### Sequential cells grouped by signal name, run 1

The bar under the picture is 20 um long. Other sequential cells in the stronger gray, the rest of the logic in the fainter gray.
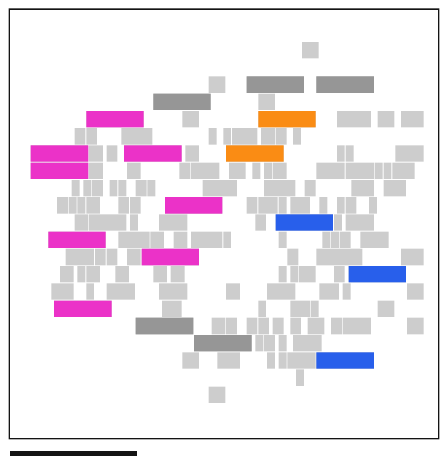
### Wire density map, run 1

The bar under the picture is 20 um long. 14 x 14 tiles, from dark blue (low) to red (high), scaled to the fullest tile. Values are wire area over tile area, all layers added.
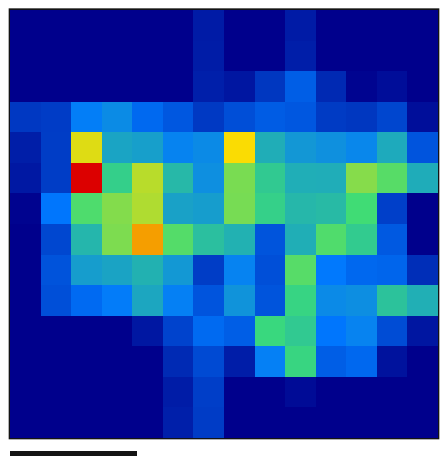
### Routing congestion map, run 1

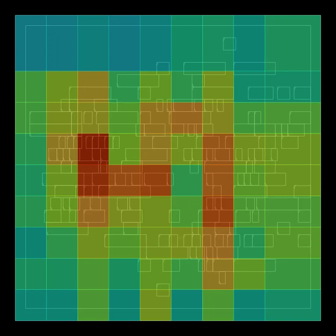
### Placement by cell class, run 1

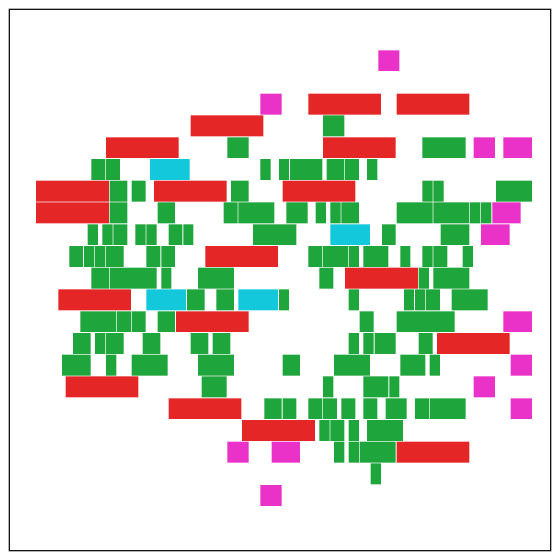
===== src/rtl/beverage_vend_ctrl.sv =====
// Beverage vending sequencer: collects coins, runs the dispense handshake, returns change
// one 50-cent coin per cycle, and refunds after a dispenser timeout.
module beverage_vend_ctrl #(
    parameter int unsigned PRICE        = 3,
    parameter int unsigned CREDIT_W     = 3,
    parameter int unsigned DISP_TIMEOUT = 255
) (
    input  logic                clk,
    input  logic                rst_n,
    input  logic [1:0]          coin,
    input  logic                cancel,
    input  logic                vend_ack,
    output logic                vend_req,
    output logic                change_pulse,
    output logic                coin_reject,
    output logic [CREDIT_W-1:0] credit,
    output logic                busy,
    output logic                fault
);

    localparam int unsigned MAX_CREDIT = (1 << CREDIT_W) - 1;
    localparam int unsigned TMO_W      = $clog2(DISP_TIMEOUT + 1);

    localparam logic [CREDIT_W:0]   MAX_WIDE   = (CREDIT_W + 1)'(MAX_CREDIT);
    localparam logic [CREDIT_W:0]   PRICE_WIDE = (CREDIT_W + 1)'(PRICE);
    localparam logic [CREDIT_W-1:0] PRICE_C    = CREDIT_W'(PRICE);
    localparam logic [TMO_W-1:0]    TMO_LAST   = TMO_W'(DISP_TIMEOUT - 1);

    typedef enum logic [1:0] {IDLE, COLLECT, VEND, CHANGE} state_t;

    state_t            state;
    logic [TMO_W-1:0]  tmo_cnt;
    logic [CREDIT_W:0] coin_val;
    logic [CREDIT_W:0] credit_sum;
    logic              coin_valid;
    logic              coin_accept;
    logic              price_hit;

    // NOTE: every signal gets a default before the case so no path leaves it unassigned,
    // which would otherwise infer a latch.
    always_comb begin
        coin_val   = '0;
        coin_valid = 1'b0;
        case (coin)
            2'b01: begin
                coin_val   = (CREDIT_W + 1)'(1);
                coin_valid = 1'b1;
            end
            2'b10: begin
                coin_val   = (CREDIT_W + 1)'(2);
                coin_valid = 1'b1;
            end
            default: ;
        endcase
    end

    // One extra bit on the sum lets an overflowing coin be detected and refused.
    assign credit_sum  = {1'b0, credit} + coin_val;
    assign coin_accept = ((state == IDLE) || (state == COLLECT)) && coin_valid && !cancel
                         && (credit_sum <= MAX_WIDE);
    assign price_hit   = (credit_sum >= PRICE_WIDE);

    // NOTE: sequential state uses non-blocking assignments so every register samples
    // pre-edge values regardless of statement order.
    always_ff @(posedge clk or negedge rst_n) begin
        if (!rst_n) begin
            state        <= IDLE;
            credit       <= '0;
            tmo_cnt      <= '0;
            vend_req     <= 1'b0;
            change_pulse <= 1'b0;
            coin_reject  <= 1'b0;
            busy         <= 1'b0;
            fault        <= 1'b0;
        end else begin
            coin_reject <= (coin != 2'b00) && !coin_accept;

            case (state)
                IDLE, COLLECT: begin
                    if ((state == COLLECT) && cancel) begin
                        state        <= CHANGE;
                        change_pulse <= 1'b1;
                        busy         <= 1'b1;
                    end else if (coin_accept) begin
                        credit <= credit_sum[CREDIT_W-1:0];
                        if (price_hit) begin
                            state    <= VEND;
                            vend_req <= 1'b1;
                            busy     <= 1'b1;
                            tmo_cnt  <= '0;
                        end else begin
                            state <= COLLECT;
                        end
                    end
                end

                VEND: begin
                    // An ack on the timeout cycle takes precedence, so no fault is raised.
                    if (vend_ack) begin
                        credit   <= credit - PRICE_C;
                        vend_req <= 1'b0;
                        if (credit != PRICE_C) begin
                            state        <= CHANGE;
                            change_pulse <= 1'b1;
                        end else begin
                            state <= IDLE;
                            busy  <= 1'b0;
                        end
                    end else if (tmo_cnt == TMO_LAST) begin
                        fault        <= 1'b1;
                        vend_req     <= 1'b0;
                        state        <= CHANGE;
                        change_pulse <= 1'b1;
                    end else begin
                        tmo_cnt <= tmo_cnt + TMO_W'(1);
                    end
                end

                CHANGE: begin
                    credit <= credit - CREDIT_W'(1);
                    if (credit == CREDIT_W'(1)) begin
                        state        <= IDLE;
                        change_pulse <= 1'b0;
                        busy         <= 1'b0;
                    end
                end

                default: begin
                    state <= IDLE;
                end
            endcase
        end
    end

endmodule

===== config.mk =====
export PLATFORM = sky130hd
export DESIGN_NAME = beverage_vend_ctrl
export DESIGN_NICKNAME = d
export VERILOG_FILES = /design/src/rtl/beverage_vend_ctrl.sv
export SDC_FILE = /design/constraint.sdc
export NUM_CORES = 1
export LEC_CHECK = 0
export CORE_MARGIN = 2
export CORE_UTILIZATION = 30
export DETAILED_ROUTE_END_ITERATION = 12
export PLACE_DENSITY = 0.56
export SLEW_MARGIN = 20
export SYNTH_ARGS = -nofsm -noshare
export SYNTH_HDL_FRONTEND = slang
export SYNTH_SLANG_ARGS = --single-unit

===== constraint.sdc =====
create_clock -name clk -period 2.8 [get_ports clk]
set_input_delay 0.28 -clock clk [delete_from_list [all_inputs] [get_ports clk]]
set_output_delay 0.28 -clock clk [all_outputs]
set_load 0.1 [all_outputs]

==> impl_metrics.toml, run 1 <==
# generated from flow reports
[place]
place_ws_ps = 353
io_buffers = 13
place_hpwl_um = 1930
gp_congestion = 0.877
placed_cells = 194

[worst_setup_path]
cp_slowest_cell = "fa_1"
worstPathRequired_ps = 2980
worstReg2RegStart = "credit[0]$_DFFE_PN0P_"
ff2ff_setup_slack_ps = 760
cp-startpoint = "coin[1]"
cp_max_fo = 8
r2r_cells = 8
cp_slowest_stage_delay_ps = 500
crit_type = "input pin to register"
crit_path_end = "tmo_cnt[5]$_DFFE_PN0P_"
endpoint_kind = "register"

[detailed_routing]
first_iter_violations = 32
wl_um = 2680
first_pass_iters = 4
wl_per_cell_um = 13.5
wl_met2_um = 1310
highest_layer = "met4"

[timing]
worstMarginPinSlew_ps = 924
layout_setup_ws_ps = 616
maxSlewViolCount = 0
tns_ps = 0
slew_headroom_pct = 38.2
finalCritPeriodShare_pct = 78.0
setup_violations = 0
clock_skew_ps = 6.67
rsz0062_at_grt = "false"
final_hold_viol_count = 0

[synth]
simple_gate_area_share_pct = 20.1
xor_share_pct = 2.17
synth.distinct_cells = 36
flop_cell = "dfrtp_1"
synth-edff-count = 0
netlist_top_cells_count = "dfrtp_1, nand2_1, inv_1, ha_1, nor2_1"
top_cell_area_share_pct = 37.2
logic_family = "AND-OR/OR-AND gates"
synthTopCellsByArea = "dfrtp_1, ha_1, nand2_1"
muxShareOfSynthArea_pct = 0.826

[finish]
seq_cells = 18
stdcell_area_um2 = 1420
signal_buffers = 13
bufAreaShareNonClock_pct = 7.77
n_fill_cell = 395
clk_share_pct = 3.88
inv_count = 13
antennaDiodeCount = 0
area_growth_pct = 17.0
mostFrequentLayoutCell = "dfrtp_1"
nClkBuffers = 4

[run]
maxCapViolations = 0
tool_warnings = 31

[floorplanning]
core_um2 = 3940
die_y_um = 67.5
dieArea_um2 = 4560
ioPinCount = 14

[clocking]
cts-resized-gates = 0
hold_buffers = 0
cts_inserted_buffers = 3
cts_tree = "done"
cts_root_buffer = "clkbuf_8"
clock-sinks = 18

[global_routing]
busiest_layer = "met2"
use_met3_pct = 3.50
grt_pass1_wl_um = 4780

[pwr]
vdd_drop_max_mv = 0.368
pwr-share-comb_pct = 54.9
p_leak_nw = 0.624
p_switching_uw = 838
clockPowerShare_pct = 14.1

[worst_hold_path]
hold_end = "fault$_DFFE_PN0P_"
hold_depth = 1

[status]
status = "complete, no violations"
-- 'Sequential cells grouped by signal name' (at the start) --
- magenta: tmo_cnt (placed flops 8; where middle left)
- orange: state (placed flops 2)
- blue: credit (placed flops 3)
- not colored: 5

-- 'Wire density map' (at the start) --
- nearly empty tiles: 36%
- tiles over half the peak: 8.7%
- densest ninth of the die: center
- mean over tiles: 0.091
- emptiest ninth of the die: lower left
- fullest tile: 0.50

-- 'Routing congestion map' (at the start) --
gr usage total: 14.0%
GR Util met1: 17.8%
GR Util met2: 23.3%

-- 'Placement by cell class' (at the start) --
- magenta: other buffers and delay cells (cells 13; share of their area 8.1%)
- cyan: clock drivers and dummy loads (cells 4; share of their area 4.1%)
- red: flip-flops (cells 18; share of their area 33%)
- green: all other logic (cells 113; share of their area 55%)

-- run 1: flip-flops by register name (all words and copies together), names as in the netlist --
name,count
credit,3
change_pulse,1
coin_reject,1
busy,1
state,2
vend_req,1
fault,1
tmo_cnt,8
-- run 1: power groups by stage --
stage	sequential [mW]	combinational [mW]	clock [mW]
final	0.494	0.877	0.226
after global routing	0.518	0.972	0.240
after CTS	0.498	0.888	0.229
after detailed placement	0.501	0.882	0
after global placement	0.498	0.871	0
after floorplan	0.754	0.449	0
-- run 1: metrics by stage --
stage,hold slack [ps],power (mW)
after floorplan,-15.6,1.20
after global placement,465,1.37
after detailed placement,464,1.38
after CTS,481,1.61
after global routing,507,1.73
final,476,1.60
-- run 1: critical path, delay by kind of cell --
kind	cells	cell delay [ps]
simple gates	1	80
compound gates	3	570
buf+inv	4	620
fa+ha+maj	3	810
### Routed metal, one color a layer, run 1

The bar under the picture is 20 um long.
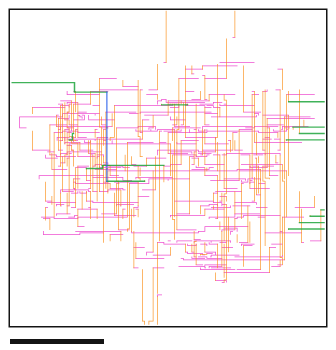

## Run 2: what changed since run 1
--- a/config.mk
+++ b/config.mk
@@ -8,7 +8,7 @@
 export CORE_MARGIN = 2
 export CORE_UTILIZATION = 30
 export DETAILED_ROUTE_END_ITERATION = 12
-export PLACE_DENSITY = 0.56
+export PLACE_DENSITY = 0.58
 export SLEW_MARGIN = 20
 export SYNTH_ARGS = -nofsm -noshare
 export SYNTH_HDL_FRONTEND = slang
==> constraint.sdc (replaced) <==
create_clock -name clk -period 1.9 [get_ports clk]
set_input_delay 0.19 -clock clk [delete_from_list [all_inputs] [get_ports clk]]
set_output_delay 0.19 -clock clk [all_outputs]
set_load 0.1 [all_outputs]
### Routed metal, one color a layer, run 2

The bar under the picture is 20 um long.
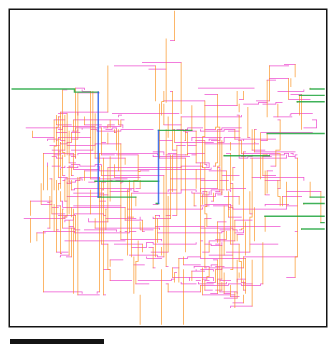
- green: met3 (wire length 109 um)
- magenta: met1 (wire length 1300 um)
- blue: met4 (wire length 38.1 um)
- orange: met2 (wire length 1430 um)

### Wire density map, run 2

The bar under the picture is 20 um long. 14 x 14 tiles, from dark blue (low) to red (high), scaled to the fullest tile. Values are wire area over tile area, all layers added.
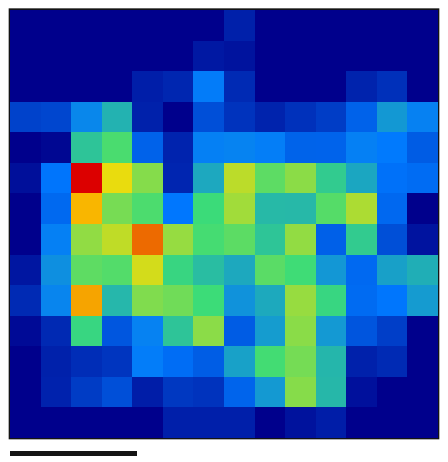
- nearly empty tiles: 28%
- tiles over half the peak: 17%
- fullest tile: 0.42

### Routing congestion map, run 2

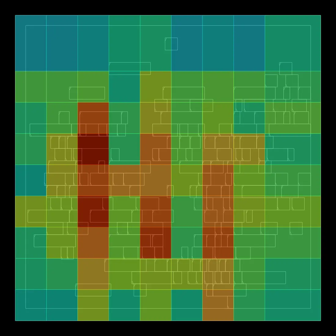
drt wl/cell: 13.6 um
GR Util met2: 25.2%
met3 track demand over resource: 3.33%
GR Util met1: 18.1%

==> impl_metrics.toml, run 2 <==
# generated from flow reports
[global_routing]
grt_max_degree = 19
grt_pass1_wl_um = 5000

[synth]
top_cell_area_share_pct = 37.2
ys_cells = 135
simple_gate_area_share_pct = 20.1
synth-edff-count = 0
synthesis.area_um2 = 1210
synth.distinct_cells = 36
logic_family = "AND-OR/OR-AND gates"
muxShareOfSynthArea_pct = 0.826
synthTopCellsByArea = "dfrtp_1, ha_1, nand2_1"
xor_share_pct = 2.17
compound_area_share_pct = 20.9
synth-seq-cells = 18
flop_cell = "dfrtp_1"
syn_avg_cell_area_um2 = 8.97
netlist_top_cells_count = "dfrtp_1, nand2_1, inv_1, ha_1, nor2_1"

[finish]
mostFrequentLayoutCell = "buf_4"
antennaDiodeCount = 0
nets = 180
largest_reg_flops = 8
area_growth_pct = 31.4
stdcell_area_um2 = 1590
top_regs = "tmo_cnt x8, credit x3, state x2"
largest-register = "tmo_cnt"

[timing]
whs_ps = 259
slew_headroom_pct = 65.8
worstMarginPinSlew_ps = 512
maxSlewViolCount = 0
rsz0062_at_grt = "true"
layout_setup_ws_ps = 12.4
setup_violations = 0
tns_ps = 0
clock_skew_ps = 1.31
finalCritPeriodShare_pct = 99.3
final_hold_viol_count = 0

[worst_setup_path]
cp_slowest_cell = "fa_1"
ff2ff_setup_slack_ps = 10
cp_top_family = "adder cells"
crit_type = "register to register"
crit_path_end = "tmo_cnt[3]$_DFFE_PN0P_"
endpoint_kind = "register"
r2r_cells = 8
cp_max_fo = 8
worstPathRequired_ps = 2090
cp_slowest_stage_delay_ps = 510
cp-startpoint = "credit[0]$_DFFE_PN0P_"
cp.depth = 8
crit_buf_inv = 2
worstReg2RegStart = "credit[0]$_DFFE_PN0P_"

[status]
status = "complete, no violations"

[pwr]
powerClk_uw = 331
p_leak_nw = 0.684
p_total_mw = 2.53
pwr-share-comb_pct = 58.9
power.largest_group = "combinational cells"
vdd_drop_max_mv = 0.471
p_seq_uw = 707
p_comb_mw = 1.49
p_switching_mw = 1.31

[floorplanning]
core_um2 = 3940
die_y_um = 67.5
ioPinCount = 14

[place]
placed_cells = 206
io_buffers = 13
place_hpwl_um = 2130
place_ws_ps = -453
gp_congestion = 0.829

[detailed_routing]
first_iter_violations = 26
wl_um = 2870
first_pass_iters = 4

[clocking]
cts-resized-gates = 5
hold_buffers = 0
cts_inserted_buffers = 3
clock-sinks = 18
cts_tree = "done"
cts_root_buffer = "clkbuf_8"

[run]
tool_warnings = 34
maxCapViolations = 0
## run 2: cell counts after synthesis
Identical to the previous run, type by type.
## run 2: cell families (layout without fill, tap and decap cells)
| logic type | count (synthesis) | count (layout) |
|---|---|---|
| compound gates | 37 | 37 |
| buf+inv | 17 | 43 |
| flops | 18 | 18 |
| fa+ha+maj | 12 | 12 |
| mux | 1 | 1 |
| xor+xnor | 3 | 3 |
| simple gates | 47 | 47 |
## run 2: area by class of cell
class	count	area [um2]
Timing Repair Buffer	26	205
Fill cell	384	2350
Sequential cell	18	459
Clock buffer	4	55.1
Tap cell	50	62.6
Multi-Input combinational cell	100	761
Inverter	13	48.8
## run 2: metal layers
layer,track usage (%),wire length (um),up-vias
li1,-,-,528
met1,18.1,1300,504
met2,25.2,1430,15
met3,3.33,109,5
met4,5.36,38,0
met5,0,0,-
Power is estimated from default activity; no workload was simulated.
